==> src/rtl/digital_io_bank_ctrl.sv <==
// digital_io_bank_ctrl: processor-side controller for a bank of digital_io pin
// cells. It holds the DIR and OUT registers that drive the cells, and it runs a
// per-pin input path: a 2-flop synchroniser, a debounce counter and a
// rising-edge detector with a sticky flag. The PLC core reaches everything
// through a 4-register bus (DIR, OUT, IN, EDGE). Each access is acknowledged
// one cycle after its strobe.

// Per-pin input path: synchroniser, debounce and sticky rising-edge flag.
module digital_io_pin_lane #(
    parameter int DEBOUNCE_CYCLES = 4,
    parameter int CNT_W           = 8
) (
    input  logic clk,
    input  logic rst,
    input  logic raw,        // cell data_out, asynchronous to clk
    input  logic dir,        // 1 = pin is an output; its rises are not flagged
    input  logic edge_clr,   // write-1-to-clear request for this pin's flag
    output logic level,      // debounced input level
    output logic edge_flag   // sticky rising-edge flag
);
    localparam logic [CNT_W-1:0] DEB = CNT_W'(DEBOUNCE_CYCLES);

    logic             sync1;
    logic             sync2;
    logic [CNT_W-1:0] cnt;
    logic [CNT_W-1:0] cnt_inc;
    logic             accept;
    logic             rise;

    // The new level is accepted on the edge where the run of differing samples
    // reaches DEBOUNCE_CYCLES. A rise is flagged only while the pin is an input.
    always_comb begin
        cnt_inc = cnt + 1'b1;
        accept  = (sync2 != level) && (cnt_inc == DEB);
        rise    = accept && sync2 && !level && !dir;
    end

    // Synchroniser, debounce counter, debounced level and sticky edge flag.
    // When a set and a clear hit the same edge, the set is applied last and wins.
    always_ff @(posedge clk) begin
        if (rst) begin
            sync1     <= 1'b0;
            sync2     <= 1'b0;
            cnt       <= '0;
            level     <= 1'b0;
            edge_flag <= 1'b0;
        end else begin
            sync1 <= raw;
            sync2 <= sync1;
            if (sync2 == level) begin
                cnt <= '0;
            end else if (accept) begin
                level <= sync2;
                cnt   <= '0;
            end else begin
                cnt <= cnt_inc;
            end
            edge_flag <= (edge_flag && !edge_clr) || rise;
        end
    end
endmodule

module digital_io_bank_ctrl #(
    parameter int WIDTH           = 8,
    parameter int DEBOUNCE_CYCLES = 4,
    parameter int CNT_W           = 8
) (
    input  logic             clk,
    input  logic             rst,
    input  logic [1:0]       bus_addr,
    input  logic             bus_wr,
    input  logic             bus_rd,
    input  logic [WIDTH-1:0] bus_wdata,
    output logic [WIDTH-1:0] bus_rdata,
    output logic             bus_ack,
    output logic [WIDTH-1:0] pin_en,
    output logic [WIDTH-1:0] pin_dir,
    output logic [WIDTH-1:0] pin_out,
    input  logic [WIDTH-1:0] pin_in,
    output logic             irq
);
    localparam logic [1:0] A_DIR  = 2'd0;
    localparam logic [1:0] A_OUT  = 2'd1;
    localparam logic [1:0] A_IN   = 2'd2;
    localparam logic [1:0] A_EDGE = 2'd3;

    logic [WIDTH-1:0] dir_reg;
    logic [WIDTH-1:0] out_reg;
    logic [WIDTH-1:0] in_lvl;
    logic [WIDTH-1:0] edge_flags;
    logic [WIDTH-1:0] edge_clr;
    logic [WIDTH-1:0] rd_mux;

    assign pin_dir = dir_reg;
    assign pin_out = out_reg;
    assign irq     = |edge_flags;

    // EDGE write-1-to-clear mask, gated by a write to the EDGE address.
    always_comb begin
        edge_clr = '0;
        if (bus_wr && bus_addr == A_EDGE) edge_clr = bus_wdata;
    end

    // Read-data selection from the register values before the strobe edge.
    always_comb begin
        rd_mux = '0;
        case (bus_addr)
            A_DIR:   rd_mux = dir_reg;
            A_OUT:   rd_mux = out_reg;
            A_IN:    rd_mux = in_lvl;
            A_EDGE:  rd_mux = edge_flags;
            default: rd_mux = '0;
        endcase
    end

    for (genvar i = 0; i < WIDTH; i++) begin : g_lane
        digital_io_pin_lane #(
            .DEBOUNCE_CYCLES(DEBOUNCE_CYCLES),
            .CNT_W          (CNT_W)
        ) u_lane (
            .clk      (clk),
            .rst      (rst),
            .raw      (pin_in[i]),
            .dir      (dir_reg[i]),
            .edge_clr (edge_clr[i]),
            .level    (in_lvl[i]),
            .edge_flag(edge_flags[i])
        );
    end

    // Bus register file, access acknowledge and pin-cell enable.
    // A write takes priority over a read in the same cycle, and the write's ack
    // carries zero data. Reset drops any pending ack.
    always_ff @(posedge clk) begin
        if (rst) begin
            dir_reg   <= '0;
            out_reg   <= '0;
            bus_ack   <= 1'b0;
            bus_rdata <= '0;
            pin_en    <= '0;
        end else begin
            pin_en  <= '1;
            bus_ack <= bus_wr || bus_rd;
            if (bus_wr) begin
                bus_rdata <= '0;
                case (bus_addr)
                    A_DIR:   dir_reg <= bus_wdata;
                    A_OUT:   out_reg <= bus_wdata;
                    default: ;
                endcase
            end else if (bus_rd) begin
                bus_rdata <= rd_mux;
            end else begin
                bus_rdata <= '0;
            end
        end
    end
endmodule

==> config.mk <==
export PLATFORM = sky130hd
export DESIGN_NAME = digital_io_bank_ctrl
export DESIGN_NICKNAME = d
export VERILOG_FILES = /design/src/rtl/digital_io_bank_ctrl.sv
export SDC_FILE = /design/constraint.sdc
export NUM_CORES = 1
export LEC_CHECK = 0
export CAP_MARGIN = 5
export CELL_PAD_IN_SITES_DETAIL_PLACEMENT = 0
export CELL_PAD_IN_SITES_GLOBAL_PLACEMENT = 1
export CORE_MARGIN = 10
export CORE_UTILIZATION = 47
export DETAILED_ROUTE_END_ITERATION = 7
export PLACE_DENSITY = 0.84
export RECOVER_POWER = 100
export SYNTH_ARGS = -nofsm -noshare
export SYNTH_HDL_FRONTEND = slang
export SYNTH_SLANG_ARGS = --single-unit
==> constraint.sdc <==
create_clock -name clk -period 3.92 [get_ports clk]
set_input_delay 0.392 -clock clk [delete_from_list [all_inputs] [get_ports clk]]
set_output_delay 0.392 -clock clk [all_outputs]
set_load 0.01 [all_outputs]
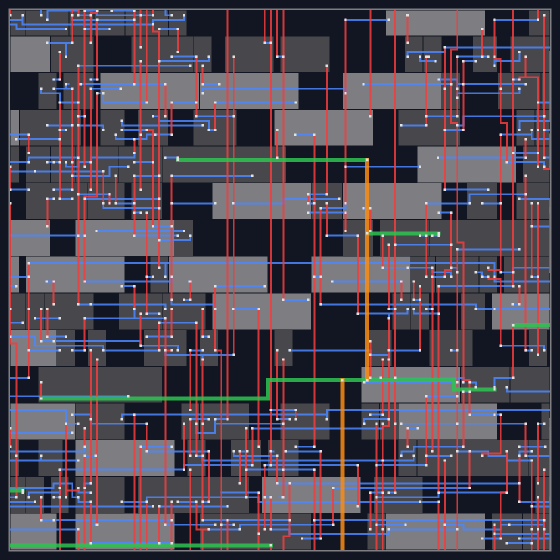
*A small window of the routed layout, run 1*
Window x 43 to 83, y 68 to 108 um. Cells in grey, sequential cells in the stronger grey; small squares are vias.
metal 4 -> orange
metal 3 -> green
metal 2 -> red
metal 1 -> blue
netlist names of flops here include = g_lane.u_lane.cnt (7), pin_out (4), bus_rdata (2)
sequential cells in the window = 21
most frequent = dfxtp_1 (21), nor2_1 (16), nand2_1 (12)
cells with their middle in the window = 110

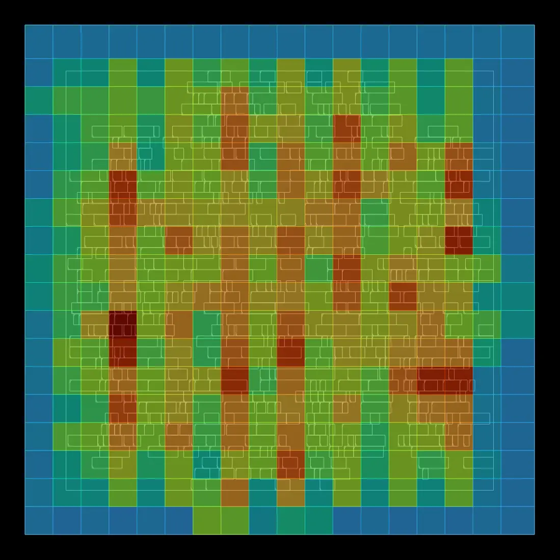
*Congestion heat map, run 1*
met2 Usage GRT: 23.4%
global routing met3 resource utilization: 5.62%
layer carrying the most global-route usage: met2
final routed wire length divided by cell count: 15.2 um

==> out/results.md, run 1 <==
| Quantity | Reported |
|:---|:---|
| Cell Pwr Density | 462 mW/mm2 |
| Gate Area | 0.00258 mm2 |
| Placeable Area | 0.0109 mm2 |
| Number of buffers and inverters on the critical path | 2 |
| P_comb | 110 uW |
| Count of antenna-violating nets left after detailed routing | 0 |
| Overall die height | 126 um |
| Part of the total power dissipated in sequential elements | 43.2% |
| Area Growth Syn to Fin | 21.7% |
| Iteration-0 DRC count of the detailed router | 281 |
| Critical Path Most Common Cell | sky130_fd_sc_hd__clkbuf_1 |
| Pin count of the biggest net entering global routing | 49 |
| Count of buffers added by post-CTS timing repair for setup | 0 |
| Number of global-route vias before repair | 3,825 |
| Layout Utilization | 58.5% |
| Unrepaired setup endpoints after global routing | false |
| Switching power | 647 uW |
| Total of cells resized after clock tree synthesis | 0 |
| Met3 routed wirelength | 552 um |
| Worst Hold Path Cells | 2 |
| Met2 Wirelength | 5.38 mm |
| Overflow after GRT | 0 |
| Dominant combinational family | simple AND/OR/NAND/NOR gates |
| DRC violation count after routing | 0 |
| Fraction of final layout cells with drive strength greater than 1 | 8.09% |
| Buffer levels on the longest clock path | 2 |
| Inverters excl. clock | 8 |
| CP Capture Type | flip-flop |
| Final-layout setup total negative slack | 0 ps |
| Post-synthesis chip area from yosys | 0.00524 mm2 |
| Outcome | complete, but fails checks |
| Std cell rows | 38 |
| Worst Min Path Start | pin_in[4] |
| Leading cell types in the layout, fill and taps excluded | sky130_fd_sc_hd__dfxtp_1 (122), sky130_fd_sc_hd__nor2_1 (76), sky130_fd_sc_hd__nand2_1 (41) |
| Final estimated routing congestion in global placement | 0.789 |
| R2R setup slack | 1630 ps |
| Clk_buf instances | 18 |
| Number of hold violations in the final report | 0 |
| Largest power group | the clock network |
| Maximum Capacitance Violations | 2 |
| Placed cell count | 701 |
| Family of cells with the greatest summed delay on the critical path | buffers and inverters |
| Vias per inst | 5.25 |
| PortBufs | 55 |
| Number of instances in the synthesized netlist | 535 |
| Startpoint type of the worst setup path | input port |
| WP data arrival | 2990 ps |
| Largest area class, layout | multi-input combinational cells |
| Violations in the final reports | capacitance limit, slew limit |
| Final Max Slew Viols | 58 |
| Global routing usage on met1 | 16.7% |
| Number of hold buffers added after CTS | 0 |
| Detailed-router iteration count before antenna repair | 4 |
| Seq_cells | 122 |
| Number of setup violations in the final report | 0 |
| Starting density of the core | 48.1% |
| Worst R2R Path Depth | 6 |
| Number of cells on the critical path | 4 |
| CTS H-tree lvls | 4 |
| Flip-flops with a built-in enable | 0 |
| Post-placement setup slack | 1430 ps |
| Die X | 126 um |
| Commonest non-fill, non-tap cell in the layout | sky130_fd_sc_hd__dfxtp_1 |
| Total GRT Usage | 14.4% |
| Max VDD drop | 0.000456 V |
| Initial antenna violation count | 0 |
| Buffer cell driving the clock tree root | sky130_fd_sc_hd__clkbuf_8 |
| Proportion of synthesized chip area in sequential cells | 46.6% |
| Detail Placement HPWL | 7.77 mm |
| Share of total power in the clock network | 53.1% |
| Non-clock buffers, area share | 8.60% |
| Latest clock arrival within the worst-skew pair | 520 ps |
| Clock Skew | 6.77 ps |
| Finished layout cell area | 0.00637 mm2 |
| Total via count in the routed design | 3,851 |
| Simple-gate portion of the synthesized area | 23.5% |
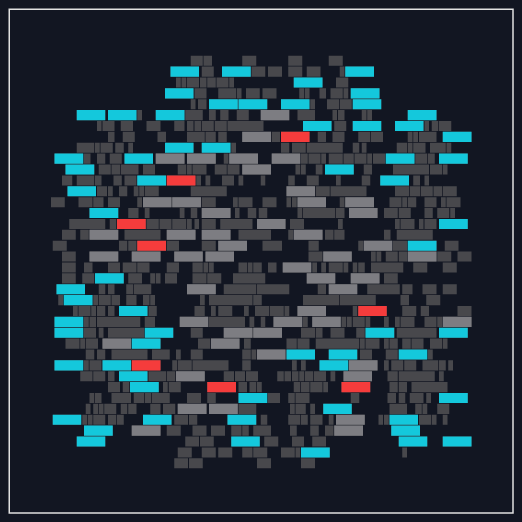
*Where the registers sit, run 1*
Scale: 4 px per um.
g_lane.u_lane.cnt -> cyan  # placed flops 64, where all over the die
g_lane.u_lane.sync2 -> red  # placed flops 8
not coloured = 50

==> run 1 -> run 2 <==
--- a/config.mk
+++ b/config.mk
@@ -9,9 +9,9 @@
 export CELL_PAD_IN_SITES_DETAIL_PLACEMENT = 0
 export CELL_PAD_IN_SITES_GLOBAL_PLACEMENT = 1
 export CORE_MARGIN = 10
-export CORE_UTILIZATION = 47
+export CORE_UTILIZATION = 39
 export DETAILED_ROUTE_END_ITERATION = 7
-export PLACE_DENSITY = 0.84
+export PLACE_DENSITY = 0.75
 export RECOVER_POWER = 100
 export SYNTH_ARGS = -nofsm -noshare
 export SYNTH_HDL_FRONTEND = slang
==> constraint.sdc (replaced) <==
create_clock -name clk -period 2.3 [get_ports clk]
set_input_delay 0.23 -clock clk [delete_from_list [all_inputs] [get_ports clk]]
set_output_delay 0.23 -clock clk [all_outputs]
set_load 0.01 [all_outputs]
==> out/results.md, run 2 <==
| Quantity | Reported | vs previous |
|:---|:---|:---|
| Count of buffers added by post-CTS timing repair for setup | 0 | unchanged |
| Worst Hold Path Cells | 2 | unchanged |
| PortBufs | 55 | unchanged |
| Proportion of synthesized chip area in sequential cells | 46.6% | unchanged |
| Count of antenna-violating nets left after detailed routing | 0 | unchanged |
| Simple-gate portion of the synthesized area | 23.5% | unchanged |
| Outcome | completed | was complete, but fails checks |
| Number of buffers and inverters on the critical path | 0 | was 2 |
| Met2 Usage GRT | 21.0% | was 23.4% |
| Starting density of the core | 39.7% | was 48.1% |
| Die X | 136 um | was 126 um |
| Area Growth Syn to Fin | 23.4% | was 21.7% |
| Number of hold violations in the final report | 0 | unchanged |
| Largest power group | the clock network | unchanged |
| Leading cell types in the layout, fill and taps excluded | sky130_fd_sc_hd__dfxtp_1 (122), sky130_fd_sc_hd__nor2_1 (76), sky130_fd_sc_hd__nand2_1 (41) | unchanged |
| Part of the total power dissipated in sequential elements | 43.0% | was 43.2% |
| Switching power | 994 uW | was 647 uW |
| Total GRT Usage | 12.9% | was 14.4% |
| Std cell rows | 42 | was 38 |
| Dominant combinational family | simple AND/OR/NAND/NOR gates | unchanged |
| R2R setup slack | 310 ps | was 1630 ps |
| Number of hold buffers added after CTS | 0 | unchanged |
| Detailed-router iteration count before antenna repair | 4 | unchanged |
| Final routed wire length divided by cell count | 14.5 um | was 15.2 um |
| Layout Utilization | 49.0% | was 58.5% |
| DRC violation count after routing | 0 | unchanged |
| Maximum Capacitance Violations | 0 | was 2 |
| Final-layout setup total negative slack | 0 ps | unchanged |
| Overall die height | 136 um | was 126 um |
| Global routing met3 resource utilization | 3.62% | was 5.62% |
| Final estimated routing congestion in global placement | 0.783 | was 0.789 |
| Clock Skew | 7.40 ps | was 6.77 ps |
| Startpoint type of the worst setup path | flip-flop | was input port |
| Post-synthesis chip area from yosys | 0.00524 mm2 | unchanged |
| Iteration-0 DRC count of the detailed router | 221 | was 281 |
| CP Capture Type | flip-flop | unchanged |
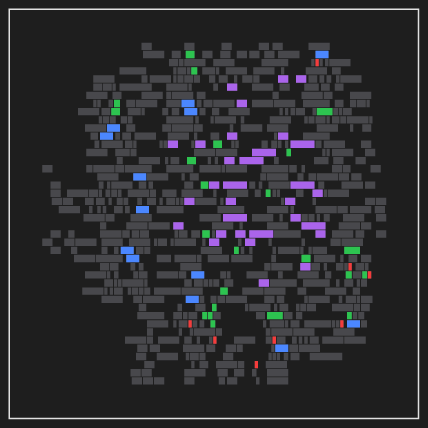
*Gate-type map, run 2*
Scale: 3 px per um.
inverters -> red  # cells 8, most used inv_1
inverting AOI/OAI gates -> green  # cells 23, most used a21oi_1
multiplexers -> purple  # cells 31, most used mux2i_1, where centre
adder and majority cells -> blue  # cells 13, most used ha_1
commonest non-fill, non-tap cell in the layout: sky130_fd_sc_hd__dfxtp_1
final std cells w/o fill: 773

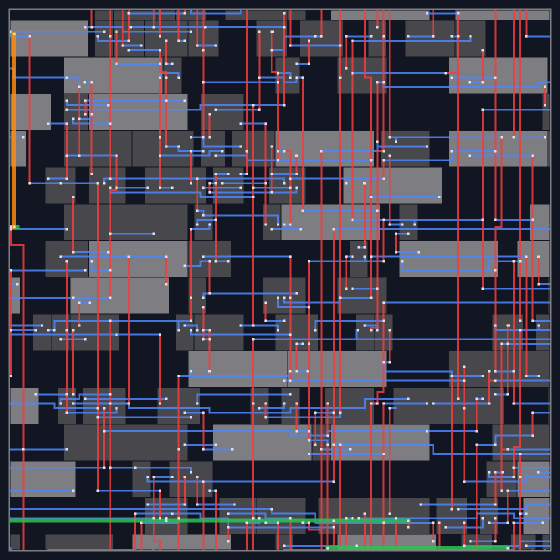
*A small window of the routed layout, run 2*
Window x 48 to 88, y 75 to 115 um. Cells in grey, sequential cells in the stronger grey; small squares are vias.
metal 1 -> blue
metal 3 -> green
metal 2 -> red
metal 4 -> orange
sequential cells in the window = 16
most frequent = dfxtp_1 (16), nand2_1 (12), mux2i_1 (7)
cells with their middle in the window = 78
netlist names of flops here include = g_lane.u_lane.cnt (6), g_lane.u_lane.edge_flag (2), g_lane.u_lane.level (2)

==> run 2 -> run 3 <==
--- a/config.mk
+++ b/config.mk
@@ -13,6 +13,7 @@
 export DETAILED_ROUTE_END_ITERATION = 7
 export PLACE_DENSITY = 0.75
 export RECOVER_POWER = 100
+export SKIP_LAST_GASP = 1
 export SYNTH_ARGS = -nofsm -noshare
 export SYNTH_HDL_FRONTEND = slang
 export SYNTH_SLANG_ARGS = --single-unit
==> constraint.sdc (replaced) <==
create_clock -name clk -period 1.7 [get_ports clk]
set_input_delay 0.17 -clock clk [delete_from_list [all_inputs] [get_ports clk]]
set_output_delay 0.17 -clock clk [all_outputs]
set_load 0.01 [all_outputs]
==> out/results.md, run 3 <==
| Quantity | Reported | vs previous |
|:---|:---|:---|
| Final routed wire length divided by cell count | 14.6 um | was 14.5 um |
| Starting density of the core | 39.7% | unchanged |
| Worst Hold Path Cells | 2 | unchanged |
| Number of hold violations in the final report | 0 | unchanged |
| Number of setup violations in the final report | 8 | was 0 |
| Fraction of final layout cells with drive strength greater than 1 | 22.5% | was 8.54% |
| Share of total power in the clock network | 53.2% | was 53.3% |
| Vias per inst | 4.93 | was 4.88 |
| Met3 routed wirelength | 706 um | was 578 um |
| Total via count in the routed design | 4,044 | was 3,771 |
| Detailed-router iteration count before antenna repair | 4 | unchanged |
| Leading cell types in the layout, fill and taps excluded | sky130_fd_sc_hd__dfxtp_1 (103), sky130_fd_sc_hd__nor2_1 (76), sky130_fd_sc_hd__buf_4 (42) | was sky130_fd_sc_hd__dfxtp_1 (122), sky130_fd_sc_hd__nor2_1 (76), sky130_fd_sc_hd__nand2_1 (41) |
| Largest power group | the clock network | unchanged |
| Initial antenna violation count | 0 | unchanged |
| CP Capture Type | flip-flop | unchanged |
| Detail Placement HPWL | 8.52 mm | was 8.16 mm |
| WP data arrival | 2030 ps | was 2270 ps |
| Final estimated routing congestion in global placement | 0.832 | was 0.783 |
| Outcome | complete, but fails checks | was completed |
| Gate Area | 0.00280 mm2 | was 0.00258 mm2 |
| Worst R2R Path Depth | 5 | unchanged |
| Global routing usage on met1 | 15.8% | was 15.3% |
| Proportion of synthesized chip area in sequential cells | 46.6% | unchanged |
| Die X | 136 um | unchanged |
| Post-synthesis chip area from yosys | 0.00524 mm2 | unchanged |
| Layout Utilization | 53.5% | was 49.0% |
| Number of global-route vias before repair | 3,950 | was 3,863 |
| Inverters excl. clock | 8 | unchanged |
| Iteration-0 DRC count of the detailed router | 159 | was 221 |
| Switching power | 1370 uW | was 994 uW |
| PortBufs | 55 | unchanged |
| Worst path setup slack after routing | -35.4 ps | was 311 ps |
| Max VDD drop | 0.000685 V | was 0.000551 V |
| Seq_cells | 122 | unchanged |
| Overall die height | 136 um | unchanged |
| Count of antenna-violating nets left after detailed routing | 0 | unchanged |
| Worst Min Path Start | rst | unchanged |
| Dominant combinational family | simple AND/OR/NAND/NOR gates | unchanged |
| Violations in the final reports | setup timing |  |
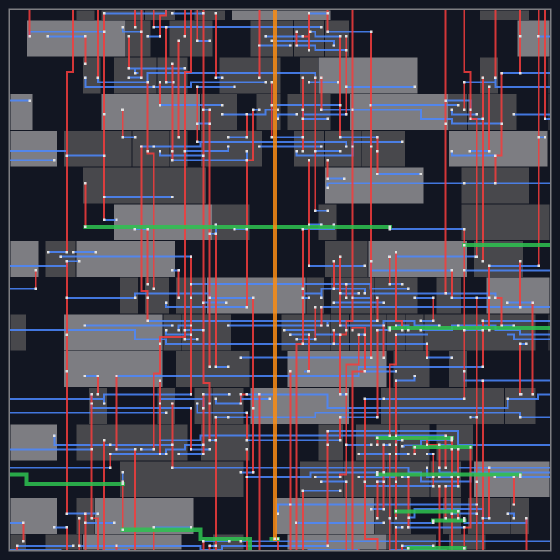
*A small window of the routed layout, run 3*
Window x 48 to 88, y 75 to 115 um. Cells in grey, sequential cells in the stronger grey; small squares are vias.
metal 3 -> green
metal 1 -> blue
metal 4 -> orange
metal 2 -> red
netlist names of flops here include = g_lane.u_lane.cnt (7), pin_out (3), bus_rdata (2)
cells with their middle in the window = 90
most frequent = dfxtp_1 (18), nand2_1 (10), nor2_1 (9)
sequential cells in the window = 18

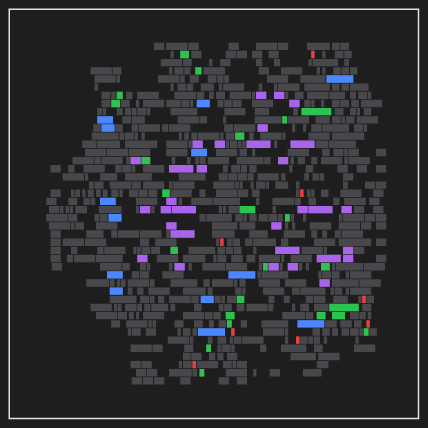
*Gate-type map, run 3*
Scale: 3 px per um.
multiplexers -> purple  # cells 31, most used mux2i_1
inverting AOI/OAI gates -> green  # cells 23, most used a21oi_1
inverters -> red  # cells 8, most used inv_1
adder and majority cells -> blue  # cells 13, most used ha_1
logic share of the area: 39.8%
final std cells w/o fill: 820

Power figures rest on the tool's default switching activity, not on a simulated workload.
